`src/rtl/add_serial_seq.sv`:
```
// rtl/add_serial_seq.sv - multi-cycle adder reusing one 2-bit ripple-carry slice
// Operands shift out two bits per RUN cycle; the carry between slices is held in creg_q.

module add_rca_2_bit (
    input  logic [1:0] a_i,
    input  logic [1:0] b_i,
    input  logic       c_i,
    output logic [1:0] s_o,
    output logic       c_o
);
    logic c1;

    assign s_o[0] = a_i[0] ^ b_i[0] ^ c_i;
    assign c1     = (a_i[0] & b_i[0]) | (c_i & (a_i[0] ^ b_i[0]));
    assign s_o[1] = a_i[1] ^ b_i[1] ^ c1;
    assign c_o    = (a_i[1] & b_i[1]) | (c1 & (a_i[1] ^ b_i[1]));
endmodule

module add_serial_seq #(
    parameter int WIDTH = 16,
    parameter int CW    = $clog2(WIDTH/2) + 1
) (
    input  logic             clk,
    input  logic             rst,
    input  logic             start,
    input  logic [WIDTH-1:0] X,
    input  logic [WIDTH-1:0] Y,
    input  logic             ci,
    output logic             busy,
    output logic             done,
    output logic [WIDTH-1:0] sum,
    output logic             co,
    output logic             zero
);
    generate
        if (WIDTH < 2 || (WIDTH % 2) != 0) begin : g_bad_width
            $error("add_serial_seq: WIDTH must be even and >= 2");
        end
        if (CW != $clog2(WIDTH/2) + 1) begin : g_bad_cw
            $error("add_serial_seq: CW is derived from WIDTH and must not be overridden");
        end
    endgenerate

    typedef enum logic [1:0] {S_IDLE, S_RUN, S_DONE} state_t;

    localparam logic [CW-1:0] LAST_STEP = CW'(WIDTH/2 - 1);

    state_t           state_q, state_d;
    logic [WIDTH-1:0] xs_q, xs_d, ys_q, ys_d, acc_q, acc_d, sum_q, sum_d;
    logic [CW-1:0]    step_q, step_d;
    logic             creg_q, creg_d, co_q, co_d, zero_q, zero_d;

    logic [1:0]       slice_sum;
    logic             slice_co;
    logic [WIDTH-1:0] acc_shift;

    add_rca_2_bit u_slice (
        .a_i (xs_q[1:0]),
        .b_i (ys_q[1:0]),
        .c_i (creg_q),
        .s_o (slice_sum),
        .c_o (slice_co)
    );

    // New pair enters at the top so the first (least-significant) pair ends at the bottom.
    generate
        if (WIDTH == 2) begin : g_acc_narrow
            assign acc_shift = slice_sum;
        end else begin : g_acc_wide
            assign acc_shift = {slice_sum, acc_q[WIDTH-1:2]};
        end
    endgenerate

    always_ff @(posedge clk or posedge rst) begin
        if (rst) begin
            state_q <= S_IDLE;
            xs_q    <= '0;
            ys_q    <= '0;
            acc_q   <= '0;
            sum_q   <= '0;
            step_q  <= '0;
            creg_q  <= 1'b0;
            co_q    <= 1'b0;
            zero_q  <= 1'b0;
        end else begin
            state_q <= state_d;
            xs_q    <= xs_d;
            ys_q    <= ys_d;
            acc_q   <= acc_d;
            sum_q   <= sum_d;
            step_q  <= step_d;
            creg_q  <= creg_d;
            co_q    <= co_d;
            zero_q  <= zero_d;
        end
    end

    always_comb begin
        state_d = state_q;
        xs_d    = xs_q;
        ys_d    = ys_q;
        acc_d   = acc_q;
        sum_d   = sum_q;
        step_d  = step_q;
        creg_d  = creg_q;
        co_d    = co_q;
        zero_d  = zero_q;
        case (state_q)
            S_IDLE: begin
                if (start) begin
                    xs_d    = X;
                    ys_d    = Y;
                    creg_d  = ci;
                    step_d  = '0;
                    acc_d   = '0;
                    state_d = S_RUN;
                end
            end
            S_RUN: begin
                xs_d   = xs_q >> 2;
                ys_d   = ys_q >> 2;
                acc_d  = acc_shift;
                creg_d = slice_co;
                step_d = step_q + CW'(1);
                if (step_q == LAST_STEP) begin
                    state_d = S_DONE;
                    sum_d   = acc_shift;
                    co_d    = slice_co;
                    zero_d  = (acc_shift == '0);
                end
            end
            S_DONE: begin
                state_d = S_IDLE;
            end
            default: begin
                state_d = S_IDLE;
            end
        endcase
    end

    assign busy = (state_q != S_IDLE);
    assign done = (state_q == S_DONE);
    assign sum  = sum_q;
    assign co   = co_q;
    assign zero = zero_q;
endmodule

```
`config.mk`:
```
export PLATFORM = sky130hd
export DESIGN_NAME = add_serial_seq
export DESIGN_NICKNAME = d
export VERILOG_FILES = /design/src/rtl/add_serial_seq.sv
export SDC_FILE = /design/constraint.sdc
export NUM_CORES = 1
export LEC_CHECK = 0
export CAP_MARGIN = 20
export CORE_UTILIZATION = 40
export DETAILED_ROUTE_END_ITERATION = 10
export DONT_BUFFER_PORTS = 1
export SLEW_MARGIN = 20
export SYNTH_ARGS = -nofsm -noshare
export SYNTH_HDL_FRONTEND = slang
export SYNTH_HIERARCHICAL = 1
export SYNTH_SLANG_ARGS = --single-unit
```
`constraint.sdc`:
```
create_clock -name clk -period 2.5 [get_ports clk]
set_input_delay 0.5 -clock clk [delete_from_list [all_inputs] [get_ports clk]]
set_output_delay 0.5 -clock clk [all_outputs]
set_load 0.02 [all_outputs]
```
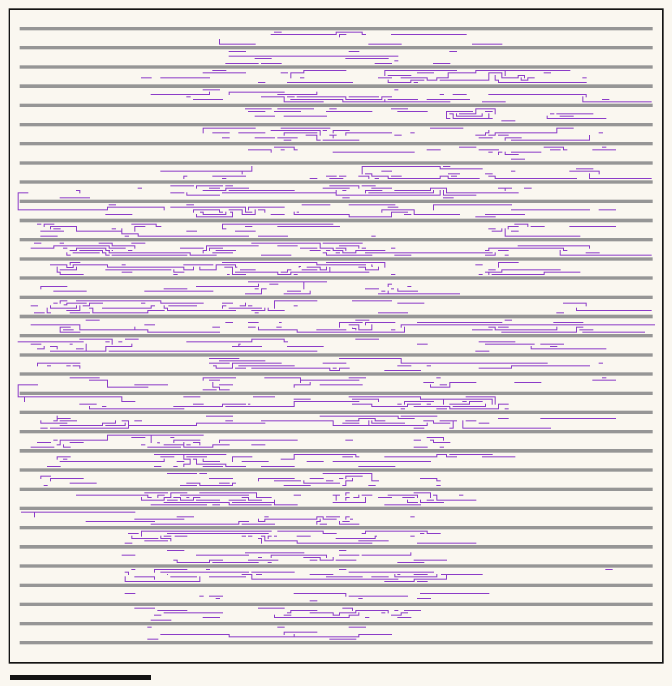
*Signal wires on met1, run 1*
Scale bar: 20 um. Supply wires on this layer in gray.
nets with wire on the layer	294
main direction	horizontal
wire length on this layer	3310 um
share of all routed wire	47%
longest straight run	35.9 um
drt total wl: 7070 um
Vias: 2203

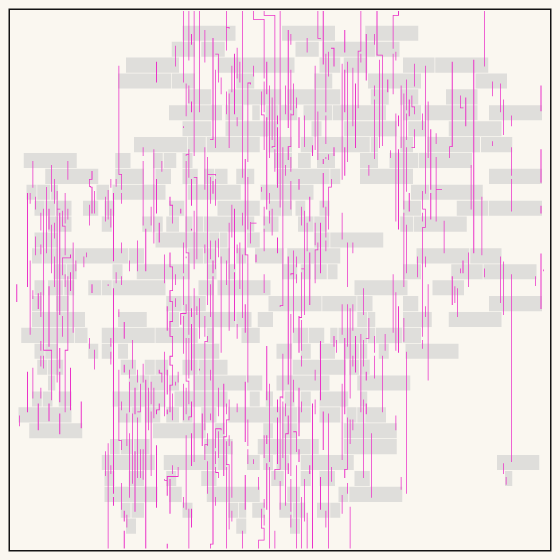
*Met2 routing, run 1*
wire length on this layer	3220 um
longest straight run	45.7 um
share of all routed wire	46%
grt met2 use: 28.0%

==> flow_summary.yaml, run 1 <==
# physical design summary
global_route:
  grt.total_usage_pct: 18.6
  grt_first_pass_wirelength_um: 12100
pwr:
  peakVddDrop_mv: 0.602
  power_density_nw_per_um2: 1150
worst_setup_path:
  crit_type: "flop to primary output"
  cp.depth: 2
  cp.buffers_inverters: 1
  critPathMaxFanout: 18
  slowest_stage: "dfrtp_1"
  r2r_end: "zero$_DFFE_PP0P_"
  cpPeakStageDelay_ps: 470
floorplan:
  die_area_sq_um: 8540
  fp.dieH_um: 92.4
  fp_util_pct: 41.9
clock_network:
  insertion_delay_ps: 350
  clock-sinks: 71
  cts_hold_buffers: 0
  cts_inserted_buffers: 9
sta:
  finClkSkew_ps: 9.82
  rsz0062_at_grt: "false"
  finalCritPeriodShare_pct: 80.0
  tightest_slew_ps: 459
  slew-limit-headroom_pct: 69.4
logic_synthesis:
  yosysWarnings: 6
  numSynthFlops: 71
  edf_count: 0
  most_common_cell: "dfrtp_1"
  syn-num-nets: 335
  yosysTopAreaCell: "dfrtp_1"
  yosysTopAreaCellShare_pct: 54.4
  postSynthSeqShare_pct: 54.4
flow_run:
  warning_count: 26
route:
  drt_first_iter_violations: 174
  routedWlPerCell_um: 17.7
final_layout:
  nNetsFinal: 332
outcome:
  status: "complete, no violations"
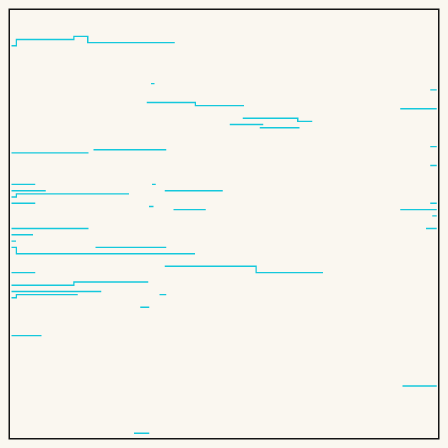
*Metal 3, run 1*
share of all routed wire	5.8%
wire length on this layer	407 um
nets with wire on the layer	29
met3 Use GR: 7.39%

## run 1: flip-flops by register name, summed over array words and instances, names as in the netlist
signal   cells
acc_q       14
co           1
creg_q       1
state_q      2
step_q       4
sum         16
xs_q        16
ys_q        16
zero         1
## run 1: metal layers
metal	GRT usage [%]	vias up	wire, um
li1	-	1053	-
met3	7.39	13	406
met1	24.3	1094	3310
met5	0	-	0
met4	6.51	0	131
met2	28.0	43	3220
## run 1: layout make-up
cell class | instances | area (sq um) | share of cell area (%)
timing repair buffer | 9 | 92.6 | 2.60
inverter | 11 | 41.3 | 1.16
tap | 102 | 128 | 3.59
multi-input combinational | 191 | 1350 | 37.8
clock inverter | 7 | 48.8 | 1.37
clock buffer | 9 | 124 | 3.48
sequential | 71 | 1780 | 49.9
## run 1: how the worst max path moves through the flow
stage	to	slack, ps
global route	zero$_DFFE_PP0P_	390
detailed placement	zero$_DFFE_PP0P_	600
floorplan	acc_q[10]$_DFFE_PP0P_	200
global placement	zero$_DFFE_PP0P_	630
finish	done	500
CTS	done	480
## run 1: power breakdown
group	internal (mW)	total (mW)	leakage, nW	switching, mW
sequential	1.57	2.08	0.937	0.509
combinational	0.612	1.20	0.535	0.587
clock	0.359	0.814	0.0776	0.455
total	2.54	4.09	1.55	1.55
## run 1: through the flow
stage          hold WS (ps)  utilization, %  instance area (sq um)  std cells  total power [mW]
4_1_cts                 114            45.6                   3560        400              4.14
5_1_grt                 134            45.6                   3560        400              4.40
3_5_place_dp            474            43.3                   3380        384              3.30
3_3_place_gp            470            43.3                   3380        384              3.26
2_1_floorplan           451               -                   3270        296              2.98
6_report               88.6            45.6                   3560        400              4.09
## run 1: layout by cell type, fill, tap and decap left out, types with 2 or more instances in the layout
cell type / count
a21oi_1: 32
a22o_1: 15
a22oi_1: 28
buf_12: 2
buf_4: 7
clkbuf_8: 9
clkinv_2: 2
clkinvlp_4: 4
dfrtp_1: 71
fa_1: 2
inv_1: 10
mux2_2: 9
mux2_4: 8
mux2i_1: 2
nand2_1: 8
nor2_1: 2
nor2b_1: 32
nor4_1: 4
o21ai_0: 36
## run 1: logic make-up (layout without fill, tap and decap cells)
| kind of cell | Yosys count | after routing | synth area share [%] |
|---|---|---|---|
| AND-OR/OR-AND | 114 | 114 | 21.6 |
| adder cells (fa/ha/maj) | 3 | 3 | 1.61 |
| buffers and inverters | 34 | 36 | 4.75 |
| flip-flops | 71 | 71 | 54.4 |
| multiplexers | 19 | 19 | 7.39 |
| AND/OR/NAND/NOR | 55 | 55 | 10.3 |
==> run 2, diff against run 1 <==
Clock period 2.5 ns to 1.95 ns, I/O delays scaled along.
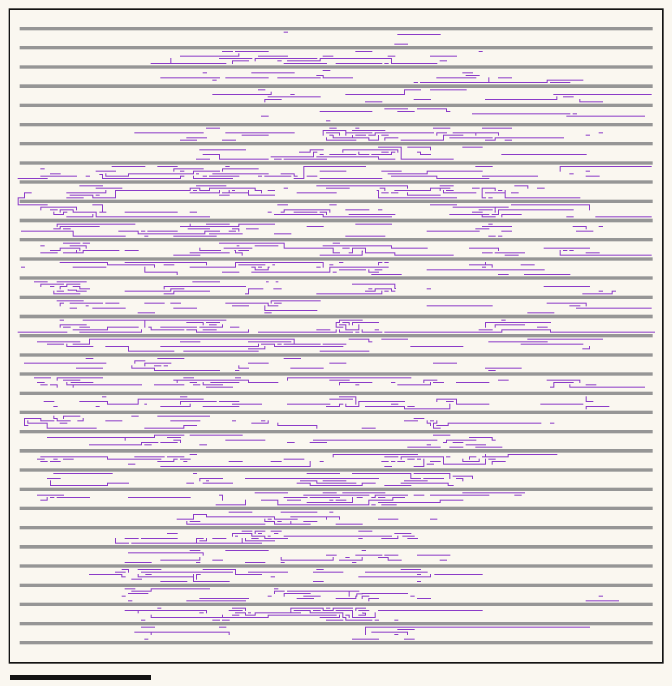
*Signal wires on met1, run 2*
Scale bar: 20 um. Supply wires on this layer in gray.
Vias: 2231
met1 usage: 23.8%
drt total wl: 7120 um

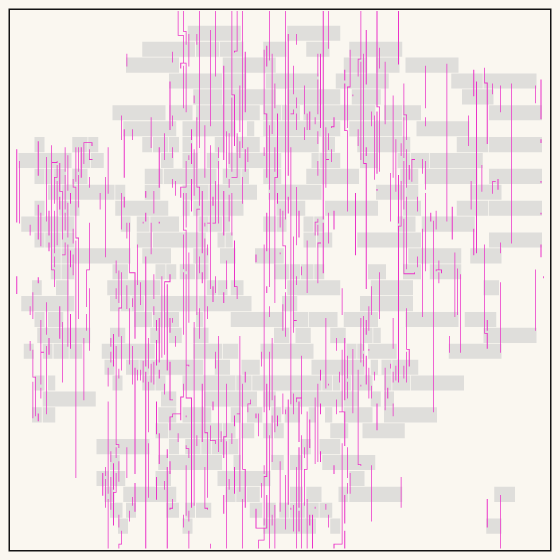
*Met2 routing, run 2*
grt met2 use: 26.4%

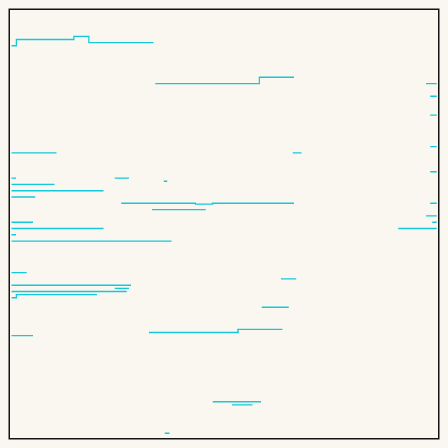
*Metal 3, run 2*
met3 Use GR: 6.81%

==> run 2 against run 1 <==
  * Critical path depth up 5
  * Clock power up 66%
  * Flip-flop count unchanged
  * Sequential share of layout area down 1.8 points
==> flow_summary.yaml, run 2 <==
# physical design summary
outcome:
  status: "complete, no violations"
pwr:
  p_int_mw: 3.59
  p_sw_mw: 2.05
  p_clk_share_pct: 24.0
  peakVddDrop_mv: 0.526
  power_density_nw_per_um2: 1530
sta:
  tightest_slew_ps: 577
  rsz0062_at_grt: "false"
  finClkSkew_ps: 10.9
  slew-limit-headroom_pct: 61.5
  finalCritPeriodShare_pct: 94.4
final_layout:
  final_area_sq_um: 3690
  nNetsFinal: 339
  layout_top_cell: "dfrtp_1"
  final_cells: 407
floorplan:
  fp_util_pct: 41.9
  die_area_sq_um: 8540
clock_network:
  insertion_delay_ps: 350
logic_synthesis:
  numSynthFlops: 71
  yosysWarnings: 6
  edf_count: 0
  syn-num-nets: 335
  postSynthSeqShare_pct: 54.4
  yosysTopAreaCell: "dfrtp_1"
flow_run:
  warning_count: 26
worst_setup_path:
  critPathMaxFanout: 3
global_route:
  grt_first_pass_wirelength_um: 11700
  grt.total_usage_pct: 17.9
place:
  dpl-instance-area_sq_um: 3430
## run 2: repair_timing
| item | CTS | global route |
|---|---|---|
| resized | 0 | 4 |
| setup endpoints to repair | 0 | 1 |
| setup buffers | 0 | 1 |
| endpoints found under the hold margin | 21 | 0 |
| hold buffers | 1 | 0 |
## run 2: cells by family after synthesis
group | share of synthesized area [%]
AND-OR/OR-AND | 21.6
adder cells (fa/ha/maj) | 1.61
buffers and inverters | 4.75
flip-flops | 54.4
multiplexers | 7.39
AND/OR/NAND/NOR | 10.3
## run 2: layer usage
| metal | vias to the layer above | share of wire, % | GRT usage, % |
|---|---|---|---|
| met5 | - | 0 | 0 |
| met4 | 0 | 1.9 | 6.51 |
| met2 | 46 | 47 | 26.4 |
| li1 | 1076 | - | - |
| met3 | 8 | 5.2 | 6.81 |
| met1 | 1101 | 46 | 23.8 |
## run 2: power groups by stage
stage | Clock [mW] | Sequential (mW) | Combinational, mW
6_report | 1.35 | 2.66 | 1.63
4_1_cts | 1.39 | 2.65 | 1.59
2_1_floorplan | 0 | 2.53 | 1.29
3_5_place_dp | 0 | 2.67 | 1.58
3_3_place_gp | 0 | 2.65 | 1.54
5_1_grt | 1.46 | 2.73 | 1.84
## run 2: metrics by stage
stage	power, mW	hold slack [ps]	util [%]
2_1_floorplan	3.82	451	-
3_3_place_gp	4.19	349	43.9
3_5_place_dp	4.25	355	43.9
4_1_cts	5.63	194	46.9
5_1_grt	6.03	192	47.2
6_report	5.64	208	47.2
## run 2: area by class of cell
| cell class | count | area [sq um] | share of cell area (%) |
|---|---|---|---|
| Multi-Input combinational cell | 191 | 1360 | 37.0 |
| Clock inverter | 7 | 104 | 2.82 |
| Inverter | 11 | 45.0 | 1.22 |
| Tap cell | 102 | 128 | 3.46 |
| Sequential cell | 71 | 1780 | 48.2 |
| Clock buffer | 9 | 124 | 3.36 |
| Timing Repair Buffer | 16 | 148 | 4.00 |
## run 2: final timing paths
| check | start | endpoint | cells after the start |
|---|---|---|---|
| worst max-delay path | xs_q[0]$_DFFE_PP0P_ | zero$_DFFE_PP0P_ | 7 |
| worst min-delay path | X[14] | xs_q[14]$_DFFE_PP0P_ | 1 |
| worst max register to register | xs_q[0]$_DFFE_PP0P_ | zero$_DFFE_PP0P_ | 7 |
| worst min register to register | xs_q[14]$_DFFE_PP0P_ | xs_q[14]$_DFFE_PP0P_ | 1 |
| max in group asynchronous | rst | ys_q[13]$_DFFE_PP0P_ | 3 |
| min in group asynchronous | rst | acc_q[7]$_DFFE_PP0P_ | 2 |
## run 2: critical path: stages, from the launching register on
cell     delay [ps]
dfrtp_1         350
inv_1            60
fa_2            380
fa_1            500
inv_2            60
nor4_4          190
nand4_1         100
mux2i_1         140
Power is estimated from default activity; no workload was simulated.
